**config.mk**
```make
export PLATFORM = sky130hd
export DESIGN_NAME = wb_arbiter
export DESIGN_NICKNAME = d
export VERILOG_FILES = /design/src/rtl/wb_arbiter.sv
export SDC_FILE = /design/constraint.sdc
export NUM_CORES = 1
export LEC_CHECK = 0
export ABC_CLOCK_PERIOD_IN_PS = 2700
export CELL_PAD_IN_SITES_DETAIL_PLACEMENT = 1
export CELL_PAD_IN_SITES_GLOBAL_PLACEMENT = 1
export CORE_UTILIZATION = 29
export CTS_CLUSTER_DIAMETER = 40
export DETAILED_ROUTE_END_ITERATION = 16
export DONT_BUFFER_PORTS = 1
export HOLD_SLACK_MARGIN = 0.06
export PLACE_DENSITY = 0.62
export REMOVE_ABC_BUFFERS = 1
export SETUP_SLACK_MARGIN = 0.05
export SLEW_MARGIN = 5
export SYNTH_ARGS = -nofsm -noshare
export SYNTH_HDL_FRONTEND = slang
export SYNTH_SLANG_ARGS = --single-unit
```
**constraint.sdc**
```tcl
create_clock -name clk -period 2.7 [get_ports clk]
set_clock_uncertainty 0.1 [all_clocks]
set_input_delay 0.27 -clock clk [delete_from_list [all_inputs] [get_ports clk]]
set_output_delay 0.27 -clock clk [all_outputs]
set_load 0.02 [all_outputs]
```
**src/rtl/wb_arbiter.sv**
```systemverilog
// Register-file write-port arbiter: pipeline writeback (P), a 2-deep buffer for the
// multicycle unit (M) and an aged debug port (D) share one registered write port.
module wb_arbiter (
  input  logic        clk,
  input  logic        rstn,
  input  logic        p_valid,
  input  logic [4:0]  p_wa,
  input  logic [31:0] p_wd,
  input  logic        m_valid,
  output logic        m_ready,
  input  logic [4:0]  m_wa,
  input  logic [31:0] m_wd,
  input  logic        d_valid,
  output logic        d_ready,
  input  logic [4:0]  d_wa,
  input  logic [31:0] d_wd,
  output logic        rf_we,
  output logic [4:0]  rf_wa,
  output logic [31:0] rf_wd,
  output logic [31:0] busy
);

  // Handshake: a transfer on M or D happens in a cycle where valid && ready are both
  // high at the rising edge; valid must hold until then. P has no ready and is never stalled.

  logic [1:0]  r_count;
  logic        r_head;
  logic        r_tail;
  logic [4:0]  r_fifo_wa [0:1];
  logic [31:0] r_fifo_wd [0:1];
  logic [2:0]  r_d_age;
  logic        r_rf_we;
  logic [4:0]  r_rf_wa;
  logic [31:0] r_rf_wd;

  logic        w_p_eff;
  logic        w_d_urgent;
  logic        w_grant_p;
  logic        w_grant_f;
  logic        w_grant_d;
  logic        w_push;
  logic        w_pop;
  logic [1:0]  w_count_nxt;
  logic [4:0]  w_sel_wa;
  logic [31:0] w_sel_wd;
  logic        w_any_grant;
  logic [1:0]  w_entry_valid;
  logic [31:0] w_busy;

  assign w_p_eff    = p_valid && (p_wa != 5'd0);
  assign w_d_urgent = d_valid && (r_d_age == 3'd4);

  // Aging lets D jump ahead of the buffer only; P always wins.
  assign w_grant_p = w_p_eff;
  assign w_grant_f = !w_p_eff && (r_count != 2'd0) && !w_d_urgent;
  assign w_grant_d = !w_p_eff && !w_grant_f && d_valid;

  assign m_ready = (r_count != 2'd2);
  assign d_ready = w_grant_d && rstn;

  assign w_push = m_valid && m_ready && (m_wa != 5'd0);
  assign w_pop  = w_grant_f;

  always_comb begin
    w_count_nxt = r_count;
    case ({w_push, w_pop})
      2'b10:   w_count_nxt = r_count + 2'd1;
      2'b01:   w_count_nxt = r_count - 2'd1;
      default: w_count_nxt = r_count;
    endcase
  end

  always_comb begin
    w_sel_wa    = 5'd0;
    w_sel_wd    = 32'd0;
    w_any_grant = 1'b1;
    if (w_grant_p) begin
      w_sel_wa = p_wa;
      w_sel_wd = p_wd;
    end else if (w_grant_f) begin
      w_sel_wa = r_fifo_wa[r_head];
      w_sel_wd = r_fifo_wd[r_head];
    end else if (w_grant_d) begin
      w_sel_wa = d_wa;
      w_sel_wd = d_wd;
    end else begin
      w_any_grant = 1'b0;
    end
  end

  always_ff @(posedge clk or negedge rstn) begin
    if (!rstn) begin
      r_count      <= 2'd0;
      r_head       <= 1'b0;
      r_tail       <= 1'b0;
      r_fifo_wa[0] <= 5'd0;
      r_fifo_wa[1] <= 5'd0;
      r_fifo_wd[0] <= 32'd0;
      r_fifo_wd[1] <= 32'd0;
      r_d_age      <= 3'd0;
      r_rf_we      <= 1'b0;
      r_rf_wa      <= 5'd0;
      r_rf_wd      <= 32'd0;
    end else begin
      r_count <= w_count_nxt;
      if (w_push) begin
        r_fifo_wa[r_tail] <= m_wa;
        r_fifo_wd[r_tail] <= m_wd;
        r_tail            <= ~r_tail;
      end
      if (w_pop) begin
        r_head <= ~r_head;
      end
      if (d_valid && !d_ready) begin
        if (r_d_age != 3'd4) begin
          r_d_age <= r_d_age + 3'd1;
        end
      end else begin
        r_d_age <= 3'd0;
      end
      r_rf_we <= w_any_grant && (w_sel_wa != 5'd0);
      if (w_any_grant) begin
        r_rf_wa <= w_sel_wa;
        r_rf_wd <= w_sel_wd;
      end
    end
  end

  assign w_entry_valid[0] = (r_count == 2'd2) || ((r_count == 2'd1) && (r_head == 1'b0));
  assign w_entry_valid[1] = (r_count == 2'd2) || ((r_count == 2'd1) && (r_head == 1'b1));

  always_comb begin
    w_busy = 32'd0;
    for (int i = 1; i < 32; i++) begin
      w_busy[i] = (w_entry_valid[0] && (r_fifo_wa[0] == 5'(i))) ||
                  (w_entry_valid[1] && (r_fifo_wa[1] == 5'(i))) ||
                  (r_rf_we && (r_rf_wa == 5'(i)));
    end
  end

  assign busy  = w_busy;
  assign rf_we = r_rf_we;
  assign rf_wa = r_rf_wa;
  assign rf_wd = r_rf_wd;

endmodule
```
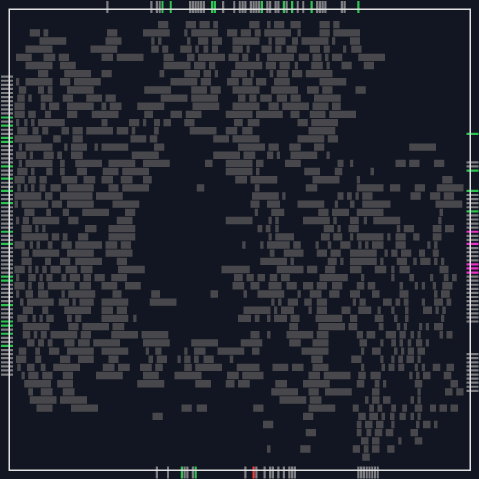
Figure 1: run 1, pin placement.
Drawn at 3 px/µm. Pins as bars across the die edge, other pins in gray.
| color | port | pins | direction | edge |
|---|---|---|---|---|
| red | `m_valid` | 1 | input | bottom |
| green | `rf_wd` | 32 | output | 17 left, 9 top, 4 right, 2 bottom |
| magenta | `p_wa` | 5 | input | right |
Die X: 153.1 µm
IO buf count: 0
Die H: 153.1 µm

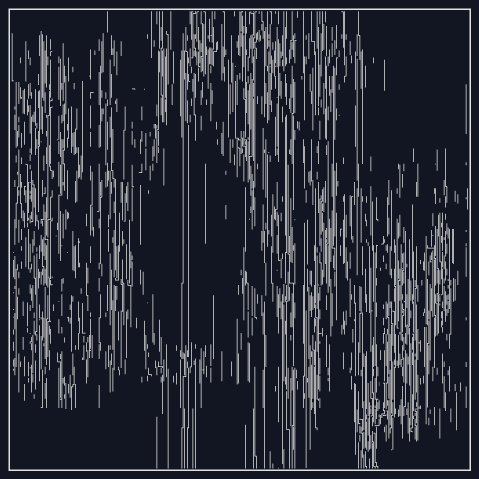
Figure 2: run 1, the metal 2 layer.
Drawn at 3 px/µm.
share of all routed wire: 50%
wire length on this layer: 11100 µm
nets with wire on the layer: 782
main direction: vertical
longest straight run: 83.2 µm
drt total wl: 22310 µm
via count: 5481
GR Layer Usage met2: 33.40%

==> run notes, run 1 <==
fresh numbers from the pnr run: clock slew at reported path FFs 0.06 ns, part of the cycle the worst path needs 94.15%, met1 wire length 9380 µm, Synth Area in Compound Gates 11.81%, post-DR vias/cell 5.332, Fmax achieved approximately 0.39 GHz, area of the core roughly 22000 µm², failing checks hold timing, Clk network pwr share 21.6%, Yosys chip area 6624 µm², sequential share of power between 30% and 40%, Commonest flop dfrtp_1, antenna viol nets, final 0, Slew headroom 58.27%, Seq. pwr approximately 3.8 mW, Hold WS -0.5678 ns, Root Buffer clkbuf_16, CTS tree yes, CP Launch Point r_count[0]$_DFFE_PN0P_, top cells by area dfrtp_1, mux2_4, mux2i_1, nor2_1, mux2_1, DP Area roughly 7000 µm², first-pass GRT wire length approximately 36000 µm, Die Area 23450 µm², Synth area leader dfrtp_1, met2 wire len 11100 µm, worst path bufs/invs 2, CP Max Fanout 4, Max-Cap Viols 0, top sig layer met4, fraction of registers with async set/reset 100.0%, Levels on crit path 7, Worst EP required 2.33 ns, RR Endpoint rf_wd[31]$_DFFE_PN0P_, Hold Crit Class in -> async, Adder Share, Synth under 10%, RSZ-0062 raised after global routing false, Cell Type Count around 45, MUX share of area 21.08%, most frequent cell after synthesis dfrtp_1, Fin. Hold Viols 119, crit path cell chain inv_1 -> ha_1 -> a21oi_2 -> or2_4 -> nor3b_1 -> buf_4 -> a311o_2, GRT overflow 0, Top Consumer combinational cells, status complete, but fails checks, CP Capture Type output port, total CTS buffers 17, post-DP HPWL 14770 µm, layout cells sized above 1 18.34%, WL met3 1456 µm, pin count of the biggest net entering global routing 121, CP max-delay cell a311o_2, synth warn 0, Final Net Count 856, # fillers 2433, yosys simple share 16.11%, cts repair resizes 4, Crit path max-delay family AND-OR/OR-AND gates, list of most frequent post-synthesis cells dfrtp_1, nor2_1, nand2_1, mux2i_1, Logic pwr share 41.6%, initial DRC count 249, Clk power between 2 and 2.5 mW, CP arrival 2.17 ns, Internal 6.039 mW, post-layout minimum cycle time 2.542 ns, Top-area cell share 44.96%, Total Power 10.41 mW, All-Layer GR Usage 19.54%, drt wl/cell 21.70 µm, row count 54, Yosys reg bits between 100 and 150, cts hold-fix bufs 88, reg2reg setup slack 0.25 ns, peak supply drop 0.6485 mV, switching share of power 42.00%, Worst path max stage delay between 0.4 and 0.5 ns, Tightest Pin Transition 0.6212 ns, gpl congestion 0.8360, Layout area overhead 29.03%, area of the mapped netlist 6624 µm², initial antenna violation count 1, Synth Seq Share 44.96%, tool warning count 32, largest family of logic cells by area multiplexers, Final setup viols 0, vias in the first global route 6327, Comb power 4.33 mW, worst skew pair latency approximately 0.42 ns, Post-Synthesis Cells 640, final non-filler cell area 8547 µm², drt pass-1 iters 4, Post-synth EDFFs 0, Setup Crit Path Kind reg -> out, Longest Clk Path Bufs 2, setup bufs post-CTS 0, Worst Reg-to-Reg Cells 7, # DRC 0, LEAKAGE 3.624 nW, xor+xnor area frac 0.6611%, worst r2r src r_d_age[0]$_DFFE_PN0P_, crit path to busy[14], H-tree Lvls 4, fp util 29.98%, Syn Area/Cell between 10 and 15 µm², TritonCTS sink count 119, startpoint type of the worst setup path flop, Slew Limit Fails 0, Sw Pwr 4.374 mW, cells in synth_stat.txt 640, Cell Pwr Density 1218 nW/µm²
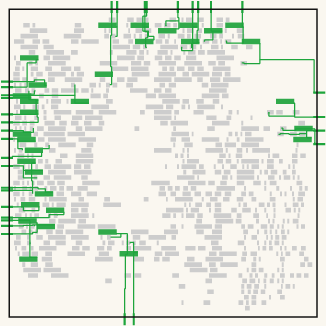
Figure 3: run 1, port wiring.
Drawn at 2 px/µm.
| color | port | direction | edge | end cells | buffers | wire |
|---|---|---|---|---|---|---|
| green | `rf_wd` | output | 17 left, 9 top, 4 right, 2 bottom | 32 | 0 | 884 µm |
# IOs: 188

run 1: through the flow:
| step | TNS [ns] | cells | worst slack, ns | utilization [%] |
|---|---|---|---|---|
| 3_5_place_dp | 0 | 906 | 0.3871 | 31.72 |
| 2_1_floorplan | -49.37 | 595 | -1.507 | - |
| 5_1_grt | 0 | 1028 | 0.05164 | 38.69 |
| 6_report | 0 | 1028 | 0.1578 | 38.69 |
| 3_3_place_gp | 0 | 906 | 0.4451 | 31.72 |
| 4_1_cts | 0 | 1026 | 0.05653 | 38.44 |
run 1: cell families (layout without fill, tap and decap cells):
logic type,count (synthesis),after routing
xor gates and xnor gates,5,5
adders and majority gates,6,6
muxes,119,119
DFF,119,119
AOI/OAI and AO/OA,112,113
buffers and inverters,52,158
other,1,2
and+or+nand+nor,226,226
run 1: layout by cell type (no fill, tap or decap), drive strengths merged, types with 18 or more instances in the layout:
cell	n
a21oi	26
buf	31
clkbuf	18
dfrtp	119
dlygate4sd3	88
mux2	74
mux2i	45
nand2	48
nor2	107
nor3b	27
o22ai	23
run 1: layout make-up:
cell class | count | area [µm²] | area share [%]
multi-input combinational | 470 | 3462 | 40.51
clock inverter | 14 | 142.6 | 1.669
tap | 280 | 350.3 | 4.099
antenna | 1 | 2.502 | 0.02928
inverter | 7 | 26.28 | 0.3074
timing repair buffer | 119 | 1142 | 13.37
clock buffer | 18 | 439.2 | 5.138
sequential | 119 | 2982 | 34.89
run 1: flip-flops by register name, summed over array words and instances (netlist names), 2 cells and up:
signal     flops
r_d_age        3
rf_wa          5
r_fifo_wa     10
r_fifo_wd     64
r_count        2
rf_wd         32
run 1: layer usage:
metal	global-route usage, %	up-vias
li1	-	2479
met1	23.38	2772
met2	33.40	197
met3	6.124	33
met4	5.868	0
met5	0	-
==> run 2, diff against run 1 <==
CORE_ASPECT_RATIO = 0.75   (was default)
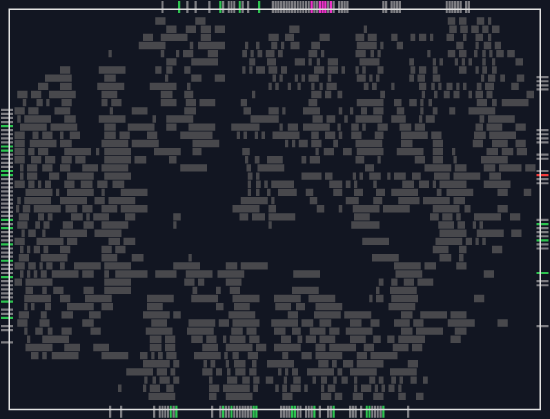
Figure 4: run 2, pin placement.
Drawn at 3 px/µm. Pins as bars across the die edge, other pins in gray.
| color | port | pins | direction | edge |
|---|---|---|---|---|
| magenta | `p_wa` | 5 | input | top |
| red | `m_valid` | 1 | input | right |
| green | `rf_wd` | 32 | output | 13 bottom, 12 left, 4 top, 3 right |
Die X: 176.5 µm
Die H: 132.9 µm

==> run notes, run 2 <==
fresh numbers from the pnr run: Levels on crit path 7 (unchanged), Tightest Pin Transition 0.5776 ns (-0.04367 ns), final non-filler cell area 8548 µm² (about the same), startpoint type of the worst setup path flop, crit path cell chain inv_2 -> ha_1 -> a31o_2 -> a31oi_1 -> nor2_1 -> a221o_1 -> dlygate4sd3_1, top sig layer met4, CP Max Fanout 11 (+7), Cell Pwr Density 1231 nW/µm² (+1.0%), Largest register FFs 64 (unchanged), Top reg by flops r_fifo_wd, Hold WS -0.5562 ns (+0.01167 ns), # IOs 188 (unchanged), row count 47 (-13%), total CTS buffers 17 (unchanged), tool warning count 33 (+3.1%), fraction of registers with async set/reset 100.0% (unchanged), Synth area leader dfrtp_1, # DRC 0 (unchanged), drt pass-1 iters 5 (+1), failing checks hold timing, first-pass GRT wire length 34630 µm (-2.5%), area of the core 22230 µm² (+0.61%), worst skew pair latency 0.41 ns (about the same), RSZ-0062 raised after global routing false, CP Capture Type flop, worst path bufs/invs 2 (unchanged), Cell Type Count 45 (unchanged), most numerous logic cells after layout dfrtp_1, nor2_1, dlygate4sd3_1, nand2_1, mux2i_1, LEAKAGE 3.603 nW (-0.59%), reg2reg setup slack 0.15 ns (-0.10 ns), top cells by area dfrtp_1, mux2_4, mux2i_1, nor2_1, mux2_1, All-Layer GR Usage 19.25% (-0.29 points), Commonest flop dfrtp_1, initial DRC count 346 (+39%), DP Area 6980 µm² (-0.39%), drt total wl 22430 µm (+0.57%), Fmax achieved 0.3928 GHz (-0.14%), Slew headroom 61.50% (+3.2 points), CP Launch Point r_count[0]$_DFFE_PN0P_, Die Area 23460 µm² (about the same), n_diodes 0 (-1), Longest Clk Path Bufs 2 (unchanged), Finished Core Util 38.46% (-0.23 points), dpl cells 914 (+0.88%), drt wl/cell 21.67 µm (-0.11%), gpl congestion 0.9412 (+13%), initial antenna violation count 0 (-1), GRT overflow 0 (unchanged), Yosys reg bits 119 (unchanged), synth warn 0 (unchanged), Syn Area/Cell 10.35 µm² (unchanged), crit path to rf_wd[16]$_DFFE_PN0P_, pin count of the biggest net entering global routing 121 (unchanged), status complete, but fails checks, Adder Share, Synth 1.133% (unchanged), Final Net Count 850 (-0.70%), peak supply drop 0.5475 mV (-16%), part of the cycle the worst path needs 94.29% (+0.14 points), Root Buffer clkbuf_16, setup_tns 0 ns (unchanged), clock slew at reported path FFs 0.06 ns (about the same), list of most frequent post-synthesis cells dfrtp_1, nor2_1, nand2_1, mux2i_1, TritonCTS sink count 119 (unchanged), Setup Crit Path Kind reg -> reg, vias in the first global route 6110 (-3.4%), Worst Reg-to-Reg Cells 7 (unchanged), Top-area cell share 44.96% (unchanged), Max-Cap Viols 0 (unchanged), Post-Synthesis Cells 640 (unchanged), post-DP HPWL 14940 µm (+1.2%), most frequent logic cell in the layout dfrtp_1, Hold Crit Class in -> async, cells in synth_stat.txt 640 (unchanged), WL met3 1167 µm (-20%), Final setup viols 0 (unchanged), Synth Area in Compound Gates 11.81% (unchanged), met1 wire length 10490 µm (+12%), Crit path max-delay family AND-OR/OR-AND gates, Synth Seq Share 44.96% (unchanged), RR Endpoint rf_wd[16]$_DFFE_PN0P_, largest family of logic cells by area multiplexers, Layout area overhead 29.05% (about the same), met2 wire len 10540 µm (-5.1%), CP max-delay cell dlygate4sd3_1, Yosys chip area 6624 µm² (unchanged), worst r2r src r_count[0]$_DFFE_PN0P_, area of the mapped netlist 6624 µm² (unchanged), yosys simple share 16.11% (unchanged), CTS tree yes, fp util 29.80% (-0.18 points), most frequent cell after synthesis dfrtp_1, layout cells sized above 1 18.08% (-0.26 points), xor+xnor area frac 0.6611% (unchanged), H-tree Lvls 4 (unchanged), Slew Limit Fails 0 (unchanged), Fin. Hold Viols 119 (unchanged), via count 5457 (-0.44%), antenna viol nets, final 0 (unchanged), MUX share of area 21.08% (unchanged), CP arrival 2.74 ns (+0.57 ns), Post-synth EDFFs 0 (unchanged), final std cells w/o fill 1035 (+0.68%), post-layout minimum cycle time 2.546 ns (+0.003664 ns), Worst EP required 2.89 ns (+0.56 ns)
==> run 2: netlist changes by cell type in the layout (fill, tap and decap cells not counted), sizes merged <==
cell         delta
buf             -5
clkinvlp        -1
diode           -1
inv             -4
dlygate4sd3     -1
clkinv          +4
bufinv          +1
==> run 2: worst min path at each step <==
stage,endpoint,cells past startpoint
after global routing,rf_wd[6]$_DFFE_PN0P_,0
final,rf_wd[6]$_DFFE_PN0P_,0
after CTS,rf_wd[0]$_DFFE_PN0P_,0
after global placement,rf_wd[11]$_DFFE_PN0P_,0
after floorplan,r_count[0]$_DFFE_PN0P_,0
after detailed placement,rf_wd[2]$_DFFE_PN0P_,0
==> run 2: metrics by stage <==
stage,power (mW),setup WS [ns]
global placement,7.675,0.4248
finish,10.52,0.1542
detailed placement,7.881,0.3384
CTS,10.41,0.01623
floorplan,6.575,-1.507
global route,11.13,0.04286
==> run 2: final cells by class <==
| type | count | area [µm²] |
|---|---|---|
| multi-input cells | 470 | 3497 |
| repair buffers | 113 | 1095 |
| well taps | 294 | 367.9 |
| flip-flops and latches | 119 | 2982 |
| fillers | 2462 | 13680 |
| clock inverters | 14 | 151.4 |
| inverters | 7 | 26.28 |
| clock buffers | 18 | 429.2 |
==> run 2: where the power goes <==
group	total, mW	internal (mW)	switching, mW
combinational	4.47	2.09	2.38
sequential	3.81	2.65	1.16
clock	2.24	1.36	0.879
total	10.5	6.10	4.42
==> run 2: per-layer routing <==
layer | vias to the layer above | global-route usage, %
met5 | - | 0
met4 | 0 | 5.651
met3 | 19 | 4.684
met2 | 180 | 30.59
met1 | 2795 | 25.80
li1 | 2463 | -
==> run 2: what timing repair did <==
action	4_1_cts	5_1_grt
pin swaps	0	5
gates cloned	0	1
resized	6	20
endpoints found under the setup margin	15	32
setup buffers	0	1
hold endpoints to repair	235	119
==> run 3, diff against run 2 <==
CORE_UTILIZATION = 49   (was 29)
PLACE_DENSITY = default   (was 0.62)
PLACE_DENSITY_LB_ADDON = 0.05   (was default)
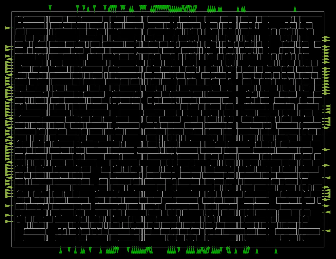
Figure 5: run 3, cell outlines without signal wires.
row count: 36
final std cells w/o fill: 912
# fillers: 1387

==> run notes, run 3 <==
fresh numbers from the pnr run: Top-area cell share 44.96% (unchanged), post-DR vias/cell 6.067, GRT overflow 0 (unchanged), synth warn 0 (unchanged), RSZ-0062 raised after global routing true, Top reg by flops r_fifo_wd, drt wl/cell 23.33 µm (+7.6%), CP Max Fanout 4 (-7), CP arrival 2.20 ns (-0.54 ns), Hold WS -0.5511 ns (+0.005066 ns), CP Launch Point r_count[0]$_DFFE_PN0P_, Final setup viols 0 (unchanged), Syn Area/Cell 10.35 µm² (unchanged), crit path to busy[15], Root Buffer clkbuf_16, setup_tns 0 ns (unchanged), initial DRC count 321 (-7.2%), first-pass GRT wire length 32490 µm (-6.2%), Largest register FFs 64 (unchanged), Cell Type Count 45 (unchanged), Slew headroom 61.57% (+0.077 points), crit path cell chain inv_1 -> ha_2 -> a21oi_1 -> or2_2 -> nor2_2 -> a311o_1, Clk network pwr share 20.4% (-0.9 points), layout cells sized above 1 16.51% (-1.6 points), startpoint type of the worst setup path flop, Worst Reg-to-Reg Cells 8 (+1), Die Area 13990 µm² (-40%), Slew Limit Fails 0 (unchanged), Worst path max stage delay 0.41 ns, most frequent cell after synthesis dfrtp_1, yosys simple share 16.11% (unchanged), most frequent logic cell in the layout dfrtp_1, Adder Share, Synth 1.133% (unchanged), clock slew at reported path FFs 0.06 ns (about the same), Die H 102.7 µm (-23%), Fin. Hold Viols 119 (unchanged), area of the mapped netlist 6624 µm² (unchanged), Yosys reg bits 119 (unchanged), vias in the first global route 5959 (-2.5%), Flop area 2979 µm² (about the same), final non-filler cell area 8275 µm² (-3.2%), tool warning count 33 (unchanged), Hold Crit Class in -> async, Layout area overhead 24.93%, part of the cycle the worst path needs 95.34% (+1.1 points), GR Layer Usage met2 53.22% (+23 points), Logic pwr share 42.1% (-0.4 points), cts hold-fix bufs approximately 87, failing checks hold timing, switching share of power 41.79% (-0.20 points), setup ws final 0.1257 ns (-0.02847 ns), Synth Seq Share 44.96% (unchanged), Die X 136.3 µm (-23%), status complete, but fails checks, worst r2r src r_d_age[0]$_DFFE_PN0P_, GR Util met1 39.16% (+13 points), setup bufs post-CTS 0 (unchanged), CP max-delay cell dfrtp_1, Longest Clk Path Bufs 2 (unchanged), largest family of logic cells by area multiplexers, Synth Area in Compound Gates 11.81% (unchanged), most numerous logic cells after layout dfrtp_1, nor2_1, dlygate4sd3_1, nand2_1, mux2i_1, Post-Synthesis Cells 640 (unchanged), LEAKAGE 3.575 nW (-0.77%), Commonest flop dfrtp_1, # DRC 0 (unchanged), fraction of registers with async set/reset 100.0% (unchanged), MI comb area 3437 µm² (-1.7%), Tightest Pin Transition 0.5764 ns (-0.001154 ns), CP Capture Type output port, Worst EP required 2.33 ns (-0.56 ns), Sw Pwr 4.269 mW (-3.4%), xor+xnor area frac 0.6611% (unchanged), sequential share of power 37.6% (+1.4 points), # IOs 188 (unchanged), Final Net Count 851 (+0.12%), Fmax achieved 0.3885 GHz (-1.1%), cells in synth_stat.txt 640 (unchanged), Finished Core Util 63.13% (+25 points), drt pass-1 iters 4 (-1), worst skew pair latency 0.41 ns (about the same), Yosys chip area 6624 µm² (unchanged), Post-synth EDFFs 0 (unchanged), TritonCTS sink count 119 (unchanged), pin count of the biggest net entering global routing 121 (unchanged), antenna viol nets, final 0 (unchanged), RR Endpoint rf_wd[29]$_DFFE_PN0P_, area of the core 13110 µm² (-41%), Max-Cap Viols 0 (unchanged), Internal 5.946 mW (-2.6%), Total Power 10.22 mW (-2.9%), IO buf count 0, CTS tree yes, dpl ws 0.4055 ns (+0.06715 ns), via count 5533 (+1.4%), reg2reg setup slack 0.20 ns (+0.05 ns), Cell Pwr Density 1234 nW/µm² (+0.29%), drt total wl 21280 µm (-5.1%), All-Layer GR Usage 31.16% (+12 points), top cells by area dfrtp_1, mux2_4, mux2i_1, nor2_1, mux2_1, Setup Crit Path Kind reg -> out, fp util 50.53% (+21 points), gpl congestion 0.8797 (-6.5%), H-tree Lvls 4 (unchanged), DP Area 6809 µm² (-2.5%), post-layout minimum cycle time 2.574 ns (+0.02847 ns), Most Crowded Layer GR met2, Synth area leader dfrtp_1, total CTS buffers 17 (unchanged), M3 GR Usage 7.670% (+3.0 points), MUX share of area 21.08% (unchanged), peak supply drop 0.6197 mV (+13%), post-DP HPWL 13080 µm (-12%), dpl cells 793 (-13%), list of most frequent post-synthesis cells dfrtp_1, nor2_1, nand2_1, mux2i_1, initial antenna violation count 2 (+2)
-- run 3: power by group through the flow --
stage / Clock (mW) / Sequential [mW] / Combinational, mW
global route: 2.18 / 3.93 / 4.68
CTS: 2.11 / 3.79 / 4.17
finish: 2.08 / 3.84 / 4.30
detailed placement: 0 / 3.79 / 3.92
global placement: 0 / 3.73 / 3.75
floorplan: 0 / 3.60 / 2.98
-- run 3: repair_timing --
item                                    CTS  global route
endpoints found under the setup margin    3            30
cloned                                    0             1
pin swaps                                 0             4
hold endpoints to repair                232           119
gates resized                             3             8
-- run 3: worst min-delay path by stage --
stage / to / cells past startpoint / slack, ns
after detailed placement: rf_wd[22]$_DFFE_PN0P_ / 0 / -0.12
after floorplan: r_count[0]$_DFFE_PN0P_ / 0 / -0.13
final: rf_wd[22]$_DFFE_PN0P_ / 0 / -0.55
after global placement: rf_wd[22]$_DFFE_PN0P_ / 0 / -0.12
after global routing: rf_wd[22]$_DFFE_PN0P_ / 0 / -0.57
after CTS: rf_wd[22]$_DFFE_PN0P_ / 0 / -0.57
-- run 3: routing by layer --
layer	wire length, µm	vias up
li1	-	2473
met1	9177	2827
met2	10590	205
met3	1228	28
met4	285	0
met5	0	-
-- run 3: layout make-up --
cell class / count / share of cell area, %
clock buffer: 20 / 5.519
inverter: 7 / 0.3175
sequential: 119 / 36.00
clock inverter: 9 / 0.9676
multi-input combinational: 470 / 41.53
antenna: 2 / 0.06048
tap: 171 / 2.585
timing repair buffer: 114 / 13.02
-- run 3: worst max-delay path, delay by kind of cell, from the launching register on --
family | cells | cell delay [ns]
adders and majority gates | 1 | 0.21
DFF | 1 | 0.41
and+or+nand+nor | 2 | 0.62
AOI/OAI and AO/OA | 2 | 0.45
buffers and inverters | 1 | 0.11
Power figures rest on the tool's default switching activity, not on a simulated workload.
